### config.mk
export PLATFORM = sky130hd
export DESIGN_NAME = pcie_tx_merge
export DESIGN_NICKNAME = d
export VERILOG_FILES = /design/src/rtl/pcie_tx_merge.sv
export SDC_FILE = /design/constraint.sdc
export NUM_CORES = 1
export LEC_CHECK = 0
export ABC_AREA = 1
export CAP_MARGIN = 20
export CORE_AREA = 2 2 183 185
export CTS_BUF_LIST = sky130_fd_sc_hd__clkbuf_2 sky130_fd_sc_hd__clkbuf_4 sky130_fd_sc_hd__clkbuf_8
export CTS_CLUSTER_DIAMETER = 40
export DETAILED_ROUTE_END_ITERATION = 10
export DIE_AREA = 0 0 185 187
export PLACE_DENSITY = 0.65
export SLEW_MARGIN = 20
export SYNTH_ARGS = -nofsm -noshare
export SYNTH_HDL_FRONTEND = slang
export SYNTH_SLANG_ARGS = --single-unit
### constraint.sdc
create_clock -name clk -period 5.7 [get_ports clk]
set_input_delay 1.14 -clock clk [delete_from_list [all_inputs] [get_ports clk]]
set_output_delay 1.14 -clock clk [all_outputs]
set_load 0.005 [all_outputs]
### src/rtl/pcie_tx_merge.sv
// PCIe TX merger: four class FIFOs, round-robin into one tagged output FIFO.
// Optional per-class grant counters are built when PCIE_TX_COUNTERS_EN is defined.
module pcie_tx_merge #(
  parameter int TAMANO_DATOS = 12,
  parameter int UMBRALES_L_H = 8,
  parameter int IN_DEPTH     = 4,
  parameter int OUT_DEPTH    = 8
) (
  input  logic                    clk,
  input  logic                    reset,
  input  logic [3:0]              push_in,
  input  logic [TAMANO_DATOS-1:0] data_in0,
  input  logic [TAMANO_DATOS-1:0] data_in1,
  input  logic [TAMANO_DATOS-1:0] data_in2,
  input  logic [TAMANO_DATOS-1:0] data_in3,
  input  logic                    pop_out,
  input  logic [UMBRALES_L_H-1:0] umbral_LH,
  input  logic                    req,
  input  logic [2:0]              idx,
  output logic [TAMANO_DATOS-1:0] data_out,
  output logic                    valid_out,
  output logic                    almost_full,
  output logic                    almost_empty,
  output logic [3:0]              full_in,
  output logic [3:0]              err_ovf,
  output logic [4:0]              cnt_out,
  output logic                    cnt_valid
);

  localparam int IAW = $clog2(IN_DEPTH);
  localparam int ICW = IAW + 1;
  localparam int OAW = $clog2(OUT_DEPTH);
  localparam int OCW = OAW + 1;
  localparam int HW  = UMBRALES_L_H / 2;
  localparam int CW  = (OCW > HW) ? OCW : HW;

  logic [TAMANO_DATOS-1:0] r_imem [4][IN_DEPTH];
  logic [IAW-1:0]          r_iwp  [4];
  logic [IAW-1:0]          r_irp  [4];
  logic [ICW-1:0]          r_icnt [4];
  logic [3:0]              r_err;
  logic [1:0]              r_last;

  logic [TAMANO_DATOS-1:0] r_omem [OUT_DEPTH];
  logic [OAW-1:0]          r_owp;
  logic [OAW-1:0]          r_orp;
  logic [OCW-1:0]          r_ocnt;
  logic [TAMANO_DATOS-1:0] r_dout;
  logic                    r_vout;
  logic                    r_af;
  logic                    r_ae;

  logic [TAMANO_DATOS-1:0] w_din [4];
  logic [3:0]              w_ne;
  logic [3:0]              w_full;
  logic [3:0]              w_ipush;
  logic [3:0]              w_ipop;
  logic [1:0]              w_gnt;
  logic [1:0]              w_c;
  logic                    w_any;
  logic                    w_xfer;
  logic                    w_opop;
  logic [OCW-1:0]          w_ocnt_nxt;
  logic [TAMANO_DATOS-1:0] w_ihead;
  logic [TAMANO_DATOS-1:0] w_gword;
  logic [HW-1:0]           w_af_fld;
  logic [HW-1:0]           w_ae_fld;
  logic [CW-1:0]           w_af;
  logic                    w_unused;

  assign w_din[0] = data_in0;
  assign w_din[1] = data_in1;
  assign w_din[2] = data_in2;
  assign w_din[3] = data_in3;

  assign w_af_fld = umbral_LH[UMBRALES_L_H-1:HW];
  assign w_ae_fld = umbral_LH[HW-1:0];
  // Out-of-range almost-full levels fall back to the full depth.
  assign w_af = (w_af_fld == '0 || CW'(w_af_fld) > CW'(OUT_DEPTH))
              ? CW'(OUT_DEPTH) : CW'(w_af_fld);

  always_comb begin
    for (int i = 0; i < 4; i++) begin
      w_ne[i]   = (r_icnt[i] != '0);
      w_full[i] = (r_icnt[i] == ICW'(IN_DEPTH));
    end
  end

  always_comb begin
    w_any = 1'b0;
    w_gnt = 2'd0;
    w_c   = 2'd0;
    for (int k = 1; k <= 4; k++) begin
      w_c = r_last + 2'(k);
      if (!w_any && w_ne[w_c]) begin
        w_any = 1'b1;
        w_gnt = w_c;
      end
    end
  end

  assign w_xfer  = w_any && (CW'(r_ocnt) < w_af);
  assign w_ihead = r_imem[w_gnt][r_irp[w_gnt]];
  assign w_gword = {w_gnt, w_ihead[TAMANO_DATOS-3:0]};
  assign w_opop  = pop_out && (r_ocnt != '0);

  // A full FIFO still accepts a push when the arbiter drains it this cycle.
  always_comb begin
    for (int i = 0; i < 4; i++) begin
      w_ipop[i]  = w_xfer && (w_gnt == 2'(i));
      w_ipush[i] = push_in[i] && (!w_full[i] || w_ipop[i]);
    end
  end

  always_comb begin
    w_ocnt_nxt = r_ocnt;
    if (w_xfer && !w_opop)
      w_ocnt_nxt = r_ocnt + OCW'(1);
    else if (!w_xfer && w_opop)
      w_ocnt_nxt = r_ocnt - OCW'(1);
  end

  always_ff @(posedge clk) begin
    for (int i = 0; i < 4; i++)
      if (w_ipush[i])
        r_imem[i][r_iwp[i]] <= w_din[i];
    if (w_xfer)
      r_omem[r_owp] <= w_gword;
  end

  always_ff @(posedge clk) begin
    if (!reset) begin
      for (int i = 0; i < 4; i++) begin
        r_iwp[i]  <= '0;
        r_irp[i]  <= '0;
        r_icnt[i] <= '0;
      end
      r_err  <= '0;
      r_last <= 2'd3;
    end else begin
      for (int i = 0; i < 4; i++) begin
        if (w_ipush[i])
          r_iwp[i] <= r_iwp[i] + IAW'(1);
        if (w_ipop[i])
          r_irp[i] <= r_irp[i] + IAW'(1);
        if (w_ipush[i] && !w_ipop[i])
          r_icnt[i] <= r_icnt[i] + ICW'(1);
        else if (!w_ipush[i] && w_ipop[i])
          r_icnt[i] <= r_icnt[i] - ICW'(1);
        if (push_in[i] && !w_ipush[i])
          r_err[i] <= 1'b1;
      end
      if (w_xfer)
        r_last <= w_gnt;
    end
  end

  always_ff @(posedge clk) begin
    if (!reset) begin
      r_owp  <= '0;
      r_orp  <= '0;
      r_ocnt <= '0;
      r_dout <= '0;
      r_vout <= 1'b0;
      r_af   <= 1'b0;
      r_ae   <= 1'b1;
    end else begin
      if (w_xfer)
        r_owp <= r_owp + OAW'(1);
      if (w_opop) begin
        r_orp  <= r_orp + OAW'(1);
        r_dout <= r_omem[r_orp];
      end
      r_vout <= w_opop;
      r_ocnt <= w_ocnt_nxt;
      r_af   <= (CW'(w_ocnt_nxt) >= w_af);
      r_ae   <= (CW'(w_ocnt_nxt) <= CW'(w_ae_fld));
    end
  end

  assign data_out     = r_dout;
  assign valid_out    = r_vout;
  assign almost_full  = r_af;
  assign almost_empty = r_ae;
  assign full_in      = w_full;
  assign err_ovf      = r_err;

`ifdef PCIE_TX_COUNTERS_EN
  logic [4:0] r_vc_cnt [4];
  logic [4:0] r_cnt_out;
  logic       r_cnt_valid;

  always_ff @(posedge clk) begin
    if (!reset) begin
      for (int i = 0; i < 4; i++)
        r_vc_cnt[i] <= '0;
      r_cnt_out   <= '0;
      r_cnt_valid <= 1'b0;
    end else begin
      if (w_xfer)
        r_vc_cnt[w_gnt] <= r_vc_cnt[w_gnt] + 5'd1;
      r_cnt_valid <= req;
      if (req)
        r_cnt_out <= idx[2] ? 5'd0 : r_vc_cnt[idx[1:0]];
    end
  end

  assign cnt_out   = r_cnt_out;
  assign cnt_valid = r_cnt_valid;
  assign w_unused  = ^w_ihead[TAMANO_DATOS-1 -: 2];
`else
  assign cnt_out   = '0;
  assign cnt_valid = 1'b0;
  assign w_unused  = ^{w_ihead[TAMANO_DATOS-1 -: 2], req, idx};
`endif

endmodule
==> flow_summary.ini <==
; generated from flow reports
[clock_network]
post-cts-setup-buffer-count = 0
hold_buffers = 0
cts_num_sinks = 315

[finish]
clockNetworkAreaShare_pct = 6.285
dominant_cells = sequential cells
buf_share_pct = 5.849
regArea_um2 = 9149
final_layout_size_suffix_gt1_share_pct = 10.54
logic_area_um2 = 4395
inverters = 137
final_nets = 1572
fin_area_um2 = 16640
seq_share_pct = 54.97

[yosys]
netlist_instances = 1376
edf_count = 284
synth.distinct_cells = 43
ys_cells = 1376
async_reset_ff_share_pct = 0
adder_share_pct = 3.366
yosys_warnings = 0

[placement]
gp_congestion = 0.7790
place_inst = 1860
dp_slack_ns = 1.138
placed_area_um2 = 15590

[final_timing]
period_minus_slack_ns = 4.642
max_freq_ghz = 0.2154
maxSlewViolCount = 0
period_used_pct = 81.44

[setup_path]
ff2ff_path_depth = 17
cp-endpoint = r_omem[4][5]
reg2reg_slack_ns = 1.06
critical_path.max_fanout = 83
cp_num_buf_inv = 2
cpMostUsedCell = nand2_1
cp-end-kind = flop

[grt]
grt_pass1_wl_mm = 51.75
busiest_layer = met2

[routing]
postRouteAntennaNets = 0
drtIter0Drc = 640

[status]
status = complete, no violations

[min_path]
hp-class = flop to flop

[die]
row_count = 67
==> layout by cell type (no fill, tap or decap), types with 7 or more instances in the layout <==
| cell type | n |
|---|---|
| inv_2 | 11 |
| clkdlybuf4s50_1 | 77 |
| clkinv_1 | 16 |
| dfxtp_1 | 31 |
| nor3_1 | 7 |
| buf_4 | 27 |
| edfxtp_1 | 284 |
| nor2_1 | 186 |
| o21ai_0 | 61 |
| clkbuf_8 | 55 |
| inv_1 | 124 |
| o221ai_1 | 12 |
| o22ai_1 | 14 |
| clkbuf_4 | 13 |
| xnor2_1 | 8 |
| a21oi_1 | 66 |
| nand3_1 | 148 |
| nand2_1 | 240 |
| nand4_1 | 7 |
| nand2_2 | 10 |
| ha_1 | 34 |
| o211ai_1 | 13 |
==> synth_stat cells (4+ instances only) <==
cell type | number | share of area [%]
nand3_2 | 6 | 0.42
nand4_1 | 7 | 0.30
nand2_2 | 10 | 0.43
xnor2_1 | 8 | 0.49
buf_4 | 9 | 0.47
inv_1 | 124 | 3.2
a21oi_1 | 66 | 2.3
o221ai_1 | 12 | 0.73
nor3_1 | 7 | 0.24
nor2_2 | 4 | 0.17
o22ai_1 | 14 | 0.61
nand2_1 | 240 | 6.2
buf_2 | 33 | 1.1
edfxtp_1 | 284 | 59
o211ai_1 | 13 | 0.68
o21ai_0 | 61 | 2.1
o21a_1 | 4 | 0.21
ha_1 | 34 | 2.9
inv_2 | 11 | 0.29
buf_1 | 4 | 0.10
nand3_1 | 148 | 5.1
dfxtp_1 | 31 | 4.3
clkbuf_1 | 23 | 0.60
nor2_1 | 188 | 4.9
==> layer usage <==
layer	share of wire, %	up-vias
met3	4.4	76
met2	51	223
li1	-	4877
met1	41	4749
met4	3.2	0
met5	0	-
floorplan.png
Drawn at 2 px/um. Pins as bars on the die edge.
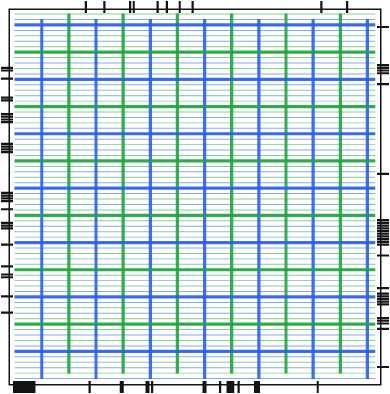
green -> VDD
blue -> VSS
met5 straps = 13
met1 rails = 68
met4 straps = 13
signal pins = 96
Die Ht: 187 um
Die Wd: 185 um

placed.png
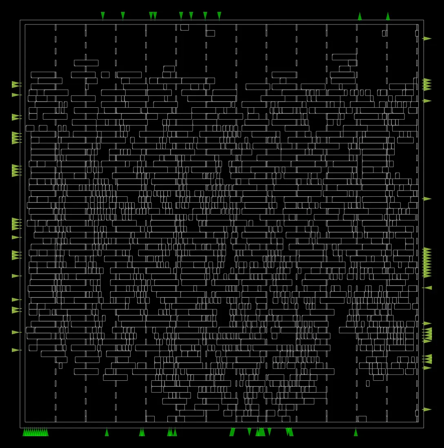
Flops: 315
core area: 32,860 um^2
Final Util: 50.65%
Fillers: 3,010

route_heat.png
Drawn at 2 px/um. The die is cut into 37 by 37 equal tiles; dark purple is low, yellow is high, scaled to the fullest tile. Values are wire area over tile area, all layers added.
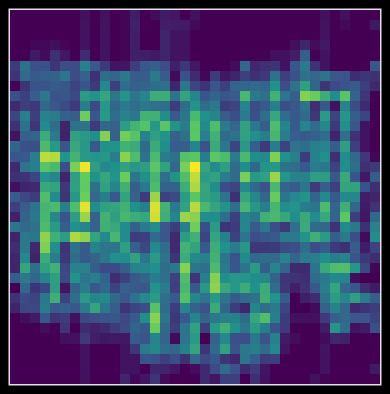
nearly empty tiles = 19%
fullest tile = 0.52
tiles over half the peak = 19%
mean over tiles = 0.15
Wirelength per Cell: 16.68 um
GRT Overall Usage: 19.29%
via count: 9,925
routed wire length: 32.62 mm

